run_1/final_congestion.png
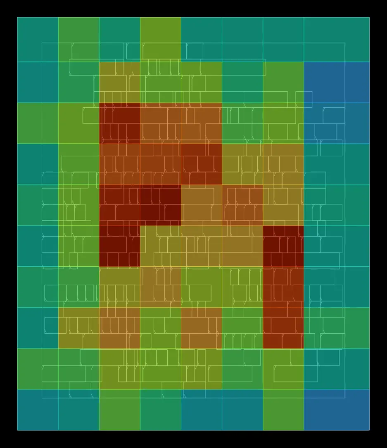
run_1/met3.png
Scale: 6 px per um.
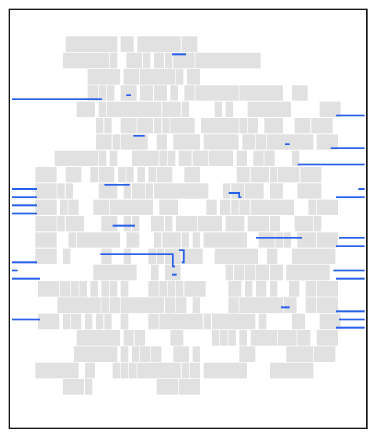
run_1/density.png
Scale: 6 px per um. 6 x 7 tiles, from dark blue (low) to red (high), 0 to 100% covered.
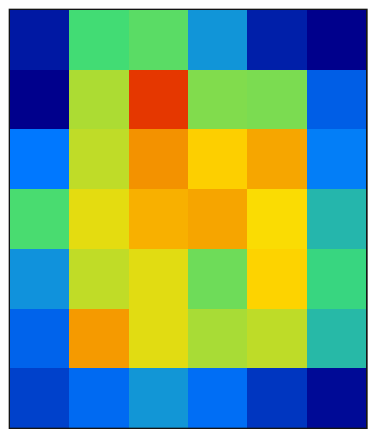
run_1/port_nets.png
Scale: 4 px per um.
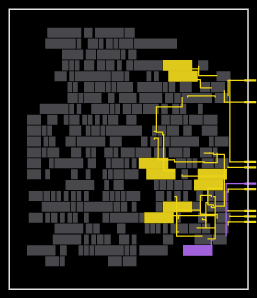
File: src/rtl/pattern_detector_param_if.sv
// Serial-stream and configuration bundle for pattern_detector_param.
// Optional cfg_mask is present only when MATCH_MASK_EN is defined.
interface pattern_detector_param_if #(
  parameter int PAT_W = 5,
  parameter int LEN_W = 3,
  parameter int CNT_W = 8
);
  // Handshake: in_valid qualifies stream_in for one clock; there is no ready,
  // the detector accepts every qualified bit, and cfg_load takes priority.
  logic             in_valid;
  logic             stream_in;
  logic             cfg_load;
  logic [PAT_W-1:0] cfg_pattern;
  logic [LEN_W-1:0] cfg_len;
  logic             cfg_overlap;
  logic             clr_count;
`ifdef MATCH_MASK_EN
  logic [PAT_W-1:0] cfg_mask;
`endif
  logic             pattern_found;
  logic [CNT_W-1:0] match_count;
  logic             count_sat;

  modport master (
`ifdef MATCH_MASK_EN
    output cfg_mask,
`endif
    output in_valid, stream_in, cfg_load, cfg_pattern, cfg_len, cfg_overlap, clr_count,
    input  pattern_found, match_count, count_sat
  );

  modport slave (
`ifdef MATCH_MASK_EN
    input  cfg_mask,
`endif
    input  in_valid, stream_in, cfg_load, cfg_pattern, cfg_len, cfg_overlap, clr_count,
    output pattern_found, match_count, count_sat
  );
endinterface

File: src/rtl/pattern_detector_param.sv
// Programmable serial pattern detector (length 1..PAT_W) with saturating match counter.
// Define MATCH_MASK_EN to add per-bit don't-care masking via cfg_mask.
module pattern_detector_param #(
  parameter int               PAT_W       = 5,
  parameter int               LEN_W       = 3,
  parameter int               CNT_W       = 8,
  parameter logic [PAT_W-1:0] DEF_PATTERN = 5'b11010
) (
  input logic                     clk,
  input logic                     reset,
  pattern_detector_param_if.slave bus
);
  localparam logic [LEN_W-1:0] FULL_LEN = LEN_W'(PAT_W);
  localparam logic [CNT_W-1:0] CNT_MAX  = '1;

  logic [PAT_W-1:0] hist;
  logic [LEN_W-1:0] fill;
  logic [PAT_W-1:0] pat;
  logic [LEN_W-1:0] len;
  logic             overlap;
  logic             found;
  logic [CNT_W-1:0] count;
  logic             sat;

`ifdef MATCH_MASK_EN
  logic [PAT_W-1:0] mask;
`else
  localparam logic [PAT_W-1:0] mask = '1;
`endif

  logic [PAT_W-1:0] hist_next;
  logic [LEN_W-1:0] fill_next;
  logic [PAT_W-1:0] len_mask;
  logic [LEN_W-1:0] load_len;
  logic             match;

  always_comb begin
    hist_next = {hist[PAT_W-2:0], bus.stream_in};
    fill_next = (fill == FULL_LEN) ? fill : fill + 1'b1;
    len_mask  = '0;
    for (int i = 0; i < PAT_W; i++) begin
      if (i < int'(len)) len_mask[i] = 1'b1;
    end
    // Only the newest len bits take part; masked positions never mismatch.
    match = bus.in_valid && !bus.cfg_load && (fill_next >= len) &&
            (((hist_next ^ pat) & len_mask & mask) == '0);
    load_len = ((bus.cfg_len == '0) || (bus.cfg_len > FULL_LEN)) ? FULL_LEN : bus.cfg_len;
  end

  always_ff @(posedge clk) begin
    if (reset) begin
      hist    <= '0;
      fill    <= '0;
      pat     <= DEF_PATTERN;
      len     <= FULL_LEN;
      overlap <= 1'b1;
`ifdef MATCH_MASK_EN
      mask    <= '1;
`endif
      found   <= 1'b0;
      count   <= '0;
      sat     <= 1'b0;
    end else begin
      found <= match;
      if (bus.cfg_load) begin
        pat     <= bus.cfg_pattern;
        len     <= load_len;
        overlap <= bus.cfg_overlap;
`ifdef MATCH_MASK_EN
        mask    <= bus.cfg_mask;
`endif
        hist    <= '0;
        fill    <= '0;
      end else if (bus.in_valid) begin
        hist <= hist_next;
        // Non-overlapping mode demands a full set of fresh bits after each hit.
        fill <= (match && !overlap) ? '0 : fill_next;
      end
      if (bus.clr_count) begin
        count <= match ? CNT_W'(1) : '0;
        sat   <= 1'b0;
      end else if (match && (count != CNT_MAX)) begin
        count <= count + 1'b1;
        sat   <= ((count + 1'b1) == CNT_MAX);
      end
    end
  end

  assign bus.pattern_found = found;
  assign bus.match_count   = count;
  assign bus.count_sat     = sat;
endmodule

File: src/flat_wrapper.sv
// flat-port wrapper written by rule: the top's interface ports become plain ports
module pattern_detector_param_flat 
#(
  parameter int               PAT_W       = 5,
  parameter int               LEN_W       = 3,
  parameter int               CNT_W       = 8,
  parameter logic [PAT_W-1:0] DEF_PATTERN = 5'b11010
)
  (clk, reset, bus_in_valid, bus_stream_in, bus_cfg_load, bus_cfg_pattern, bus_cfg_len, bus_cfg_overlap, bus_clr_count, bus_pattern_found, bus_match_count, bus_count_sat);
  pattern_detector_param_if #(.PAT_W(PAT_W), .LEN_W(LEN_W), .CNT_W(CNT_W)) bus_i ();
  input logic clk;
  input logic reset;
  input wire logic [$bits(bus_i.in_valid)-1:0] bus_in_valid;
  input wire logic [$bits(bus_i.stream_in)-1:0] bus_stream_in;
  input wire logic [$bits(bus_i.cfg_load)-1:0] bus_cfg_load;
  input wire logic [$bits(bus_i.cfg_pattern)-1:0] bus_cfg_pattern;
  input wire logic [$bits(bus_i.cfg_len)-1:0] bus_cfg_len;
  input wire logic [$bits(bus_i.cfg_overlap)-1:0] bus_cfg_overlap;
  input wire logic [$bits(bus_i.clr_count)-1:0] bus_clr_count;
  output wire logic [$bits(bus_i.pattern_found)-1:0] bus_pattern_found;
  output wire logic [$bits(bus_i.match_count)-1:0] bus_match_count;
  output wire logic [$bits(bus_i.count_sat)-1:0] bus_count_sat;
  assign bus_i.in_valid = bus_in_valid;
  assign bus_i.stream_in = bus_stream_in;
  assign bus_i.cfg_load = bus_cfg_load;
  assign bus_i.cfg_pattern = bus_cfg_pattern;
  assign bus_i.cfg_len = bus_cfg_len;
  assign bus_i.cfg_overlap = bus_cfg_overlap;
  assign bus_i.clr_count = bus_clr_count;
  assign bus_pattern_found = bus_i.pattern_found;
  assign bus_match_count = bus_i.match_count;
  assign bus_count_sat = bus_i.count_sat;
  pattern_detector_param #(.PAT_W(PAT_W), .LEN_W(LEN_W), .CNT_W(CNT_W), .DEF_PATTERN(DEF_PATTERN)) u_core (.clk(clk), .reset(reset), .bus(bus_i));
endmodule
File: config.mk
export PLATFORM = sky130hd
export DESIGN_NAME = pattern_detector_param_flat
export DESIGN_NICKNAME = d
export VERILOG_FILES = /design/src/rtl/pattern_detector_param_if.sv /design/src/rtl/pattern_detector_param.sv /design/src/flat_wrapper.sv
export SDC_FILE = /design/constraint.sdc
export NUM_CORES = 1
export LEC_CHECK = 0
export ABC_AREA = 1
export CORE_ASPECT_RATIO = 1.2
export CORE_MARGIN = 4
export CORE_UTILIZATION = 47
export DETAILED_ROUTE_END_ITERATION = 10
export PLACE_DENSITY_LB_ADDON = 0.25
export SYNTH_ARGS = -nofsm -noshare
export SYNTH_HDL_FRONTEND = slang
export SYNTH_SLANG_ARGS = --single-unit
File: constraint.sdc
create_clock -name clk -period 1.9 [get_ports clk]
set_input_delay 0.38 -clock clk [delete_from_list [all_inputs] [get_ports clk]]
set_output_delay 0.38 -clock clk [all_outputs]
set_load 0.02 [all_outputs]
==> run_results.csv, run 1 <==
group,metric,value,unit
outcome,outcome,"finished with violations",
outcome,violations,"setup timing",
timing,setup_ws,-108,ps
grt,grt_start_max_net_pins,16,
timing,post-route-period-util,106,%
layout,largest_register_ffs,8,
cts,htreeDepth,1,
synth,ys_sh_mux,0,%
placement,placement.setup.worst_slack,-165,ps
layout,clkbuf_count,3,
layout,nNonClkBuffers,39,
worst_setup_path,critical_path.endpoint_type,"flop",
pwr,power_clock,0.000394,W
cts,cts_buffers,3,
worst_setup_path,path_buffers,4,
pwr,pwr.group.combinational,0.000164,W
synth,asyncSetResetFlopFracSynth,0,%
layout,area.combinational,902,um2
grt,number_of_antenna_violations_at_the_first_check_in_global_routing,0,
synth,synth.cellmix.xorXnorShare,3.54,%
synth,synth-compound-area-share,13.7,%
layout,final_layout_size_suffix_gt1_share,26.9,%
layout,layout_top_cell,"sky130_fd_sc_hd__nand2_1",
pwr,intPower,0.000851,W
synth,post_synth.cell_area_avg,7.32,um2
layout,seq_cell_count,26,
worst_setup_path,critPathSlowestCell,"sky130_fd_sc_hd__dfxtp_2",
layout,sh_comb_area,44.8,%
layout,fill_cell_total_of_the_finished_layout,257,
worst_setup_path,crit_path_start_kind,"flop",
layout,area_delta_synth_final,35.5,%
cts,clock_insertion_delay_worst_skew,340,ps
timing,worstMarginPinSlew,355,ps
worst_setup_path,critical_path_cell_count,14,
grt,global_route_wire_length_before_repair,5590,um
pwr,power.total,0.00113,W
timing,timing.setup.tns,-712,ps
synth,flop_cell,"sky130_fd_sc_hd__dfxtp_1",
timing,slew_headroom,76.2,%
timing,drv_slew,0,
worst_hold_path,worstHoldPathCells,2,
timing,finalSetupViolCount,13,
flow_run,cap_violations,0,
routing,firstDrtPassIters,5,
synth,synth.logic.top_family,"simple AND/OR/NAND/NOR gates",
cts,ctsLongestPathBuffers,2,
layout,non_clock_inverter_count,35,
worst_setup_path,first_element_of_the_critical_path,"u_core.fill[1]",
synth,post_synth_and_or_nand_nor_area_fraction,31.6,%
routing,highest_layer,"met4",
cts,postCtsSetupRepairBufs,1,
placement,placedCellCount,271,
worst_hold_path,holdPathEnd,"u_core.pat[3]",
pwr,pg_seq,0.000570,W
layout,layout.area.top_class,"logic gates",
die,tap_cells,36,
synth,synth_nets,225,
synth,synthDominantCellAreaShare,35.0,%
worst_setup_path,ff2ff_setup_slack,-110,ps
cts,path_clk_slew,150,ps
pwr,pwr-share-clk,34.9,%
worst_setup_path,worst-endpoint-required,2180,ps
synth,postSynthSeqShare,35.0,%
synth,yosys.stat.chipArea,1490,um2
pwr,switching_share,24.6,%
worst_setup_path,timing.critical_path.slowest_cell_delay,370,ps
timing,fmax,498,MHz
timing,timing.final.crit_period,2010,ps
placement,gp_congestion,0.865,
routing,route.layer.met1.wl,1470,um
routing,detailroute.wirelength.met2,1760,um
routing,detailroute.wirelength.met3,139,um
layout,design.final.nets,268,
timing,hold_slack,479,ps
placement,dpl_cell_area,1840,um2
cts,tritoncts,"yes",
worst_setup_path,critical_path_arrival,2290,ps
synth,synth_cell_types,30,
pwr,switching_power,0.000278,W
layout,register_area,526,um2
worst_setup_path,reg2regPathDepth,14,
-- final_congestion.png (at the start) --
total routing resource utilization after global routing: 17.2%
met2 usage: 30.6%
met1 GRT Util: 19.3%
GR met3 Demand/Resource: 2.05%
wire length per cell after detailed routing: 12.4 um

-- met3.png (at the start) --
main direction: horizontal
longest straight run: 14.7 um
wire length on this layer: 140 um
share of all routed wire: 4.0%
Post-Route WL: 3490 um
vias: 1,422

-- density.png (at the start) --
mean over tiles: 48%
tiles over 75% full: 19%
fullest tile: 94%
densest ninth of the die: centre
emptiest ninth of the die: north-east
final core occ: 65.9%
fraction of the core area occupied by cells at floorplan: 48.6%
core outline area: 3060 um2

-- port_nets.png (at the start) --
| port | colour | bits | direction | edge | end cells | buffers | wire |
|---|---|---|---|---|---|---|---|
| bus_match_count | yellow | 8 | output | east | 8 | 8 | 258 um |
| bus_pattern_found | purple | 1 | output | east | 1 | 1 | 20.1 um |
Port Buf Inserts: 24
I/O Pins: 25

==> inputs of run 2 (changes only) <==
--- a/config.mk
+++ b/config.mk
@@ -14,3 +14,4 @@
 export SYNTH_ARGS = -nofsm -noshare
 export SYNTH_HDL_FRONTEND = slang
 export SYNTH_SLANG_ARGS = --single-unit
+export TNS_END_PERCENT = 100
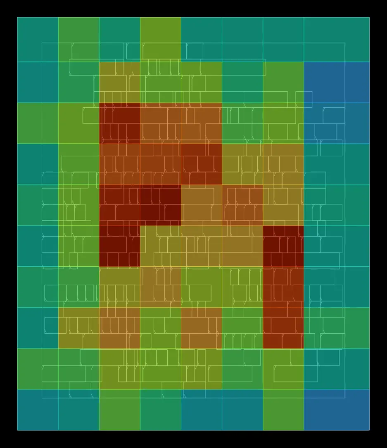
run_2/final_congestion.png
GRT Max-Usage Layer: met2

==> run 2 against run 1 <==
  * The flow still finishes with violations (setup timing)
  * Final cell count unchanged
  * Sequential power about the same
  * Clock power about the same
  * Area after synthesis unchanged
  * Critical path depth unchanged
  * Clock skew unchanged
  * Sequential share of layout area unchanged
  * Routed wire length unchanged
  * Highest routed layer unchanged
==> run_results.csv, run 2 <==
group,metric,value,unit
outcome,outcome,"finished with violations",
outcome,violations,"setup timing",
synth,post_synth_and_or_nand_nor_area_fraction,31.6,%
synth,flop_cell,"sky130_fd_sc_hd__dfxtp_1",
routing,detailroute.wirelength.met3,139,um
routing,route.layer.met1.wl,1470,um
timing,post-route-period-util,106,%
pwr,power.total,0.00113,W
worst_setup_path,worst-endpoint-required,2180,ps
synth,synth.logic.top_family,"simple AND/OR/NAND/NOR gates",
grt,total_routing_resource_utilization_after_global_routing,17.2,%
worst_setup_path,reg2regPathDepth,14,
timing,finalSetupViolCount,13,
timing,drv_slew,0,
synth,synthDominantCellAreaShare,35.0,%
timing,setup_ws,-108,ps
worst_setup_path,critical_path_arrival,2290,ps
die,core,3060,um2
worst_setup_path,first_element_of_the_critical_path,"u_core.fill[1]",
pwr,pwr.group.combinational,0.000164,W
timing,timing.final.crit_period,2010,ps
cts,clock_insertion_delay_worst_skew,340,ps
die,i_o_pins,25,
placement,dpl_cell_area,1840,um2
worst_setup_path,timing.critical_path.slowest_cell_delay,370,ps
worst_setup_path,path_buffers,4,
die,floorplan.core_util,48.6,%
cts,htreeDepth,1,
grt,met3_usage,2.05,%
pwr,intPower,0.000851,W
layout,non_clock_inverter_count,35,
synth,asyncSetResetFlopFracSynth,0,%
layout,register_area,526,um2
routing,highest_layer,"met4",
layout,layout.core_utilization,65.9,%
synth,synth_nets,225,
pwr,pwr-share-clk,34.9,%
grt,number_of_antenna_violations_at_the_first_check_in_global_routing,0,
layout,sh_comb_area,44.8,%
synth,post_synth.cell_area_avg,7.32,um2
timing,timing.setup.tns,-712,ps
routing,detailroute.via_count,1422,
cts,path_clk_slew,150,ps
layout,layout.area.top_class,"logic gates",
grt,global_route_wire_length_before_repair,5590,um
pwr,switching_share,24.6,%
routing,detailroute.wirelength.met2,1760,um
grt,met1_grt_util,19.3,%
timing,slew_headroom,76.2,%
routing,detail_route.wl_per_cell,12.4,um
timing,hold_slack,479,ps
layout,seq_cell_count,26,
layout,largest_register_ffs,8,
synth,yosys.stat.chipArea,1490,um2
pwr,pg_seq,0.000570,W
layout,area.combinational,902,um2
worst_setup_path,critical_path.endpoint_type,"flop",
worst_setup_path,crit_path_start_kind,"flop",
layout,fill_cell_total_of_the_finished_layout,257,
synth,postSynthSeqShare,35.0,%
die,tap_cells,36,
synth,synth_cell_types,30,
layout,design.final.nets,268,
synth,ys_sh_mux,0,%
routing,routed_wl,3490,um
worst_setup_path,ff2ff_setup_slack,-110,ps
cts,cts_buffers,3,
layout,clkbuf_count,3,
timing,fmax,498,MHz
worst_hold_path,worstHoldPathCells,2,
timing,worstMarginPinSlew,355,ps
cts,postCtsSetupRepairBufs,1,
worst_hold_path,holdPathEnd,"u_core.pat[3]",
routing,firstDrtPassIters,5,
Power figures rest on the tool's default switching activity, not on a simulated workload.
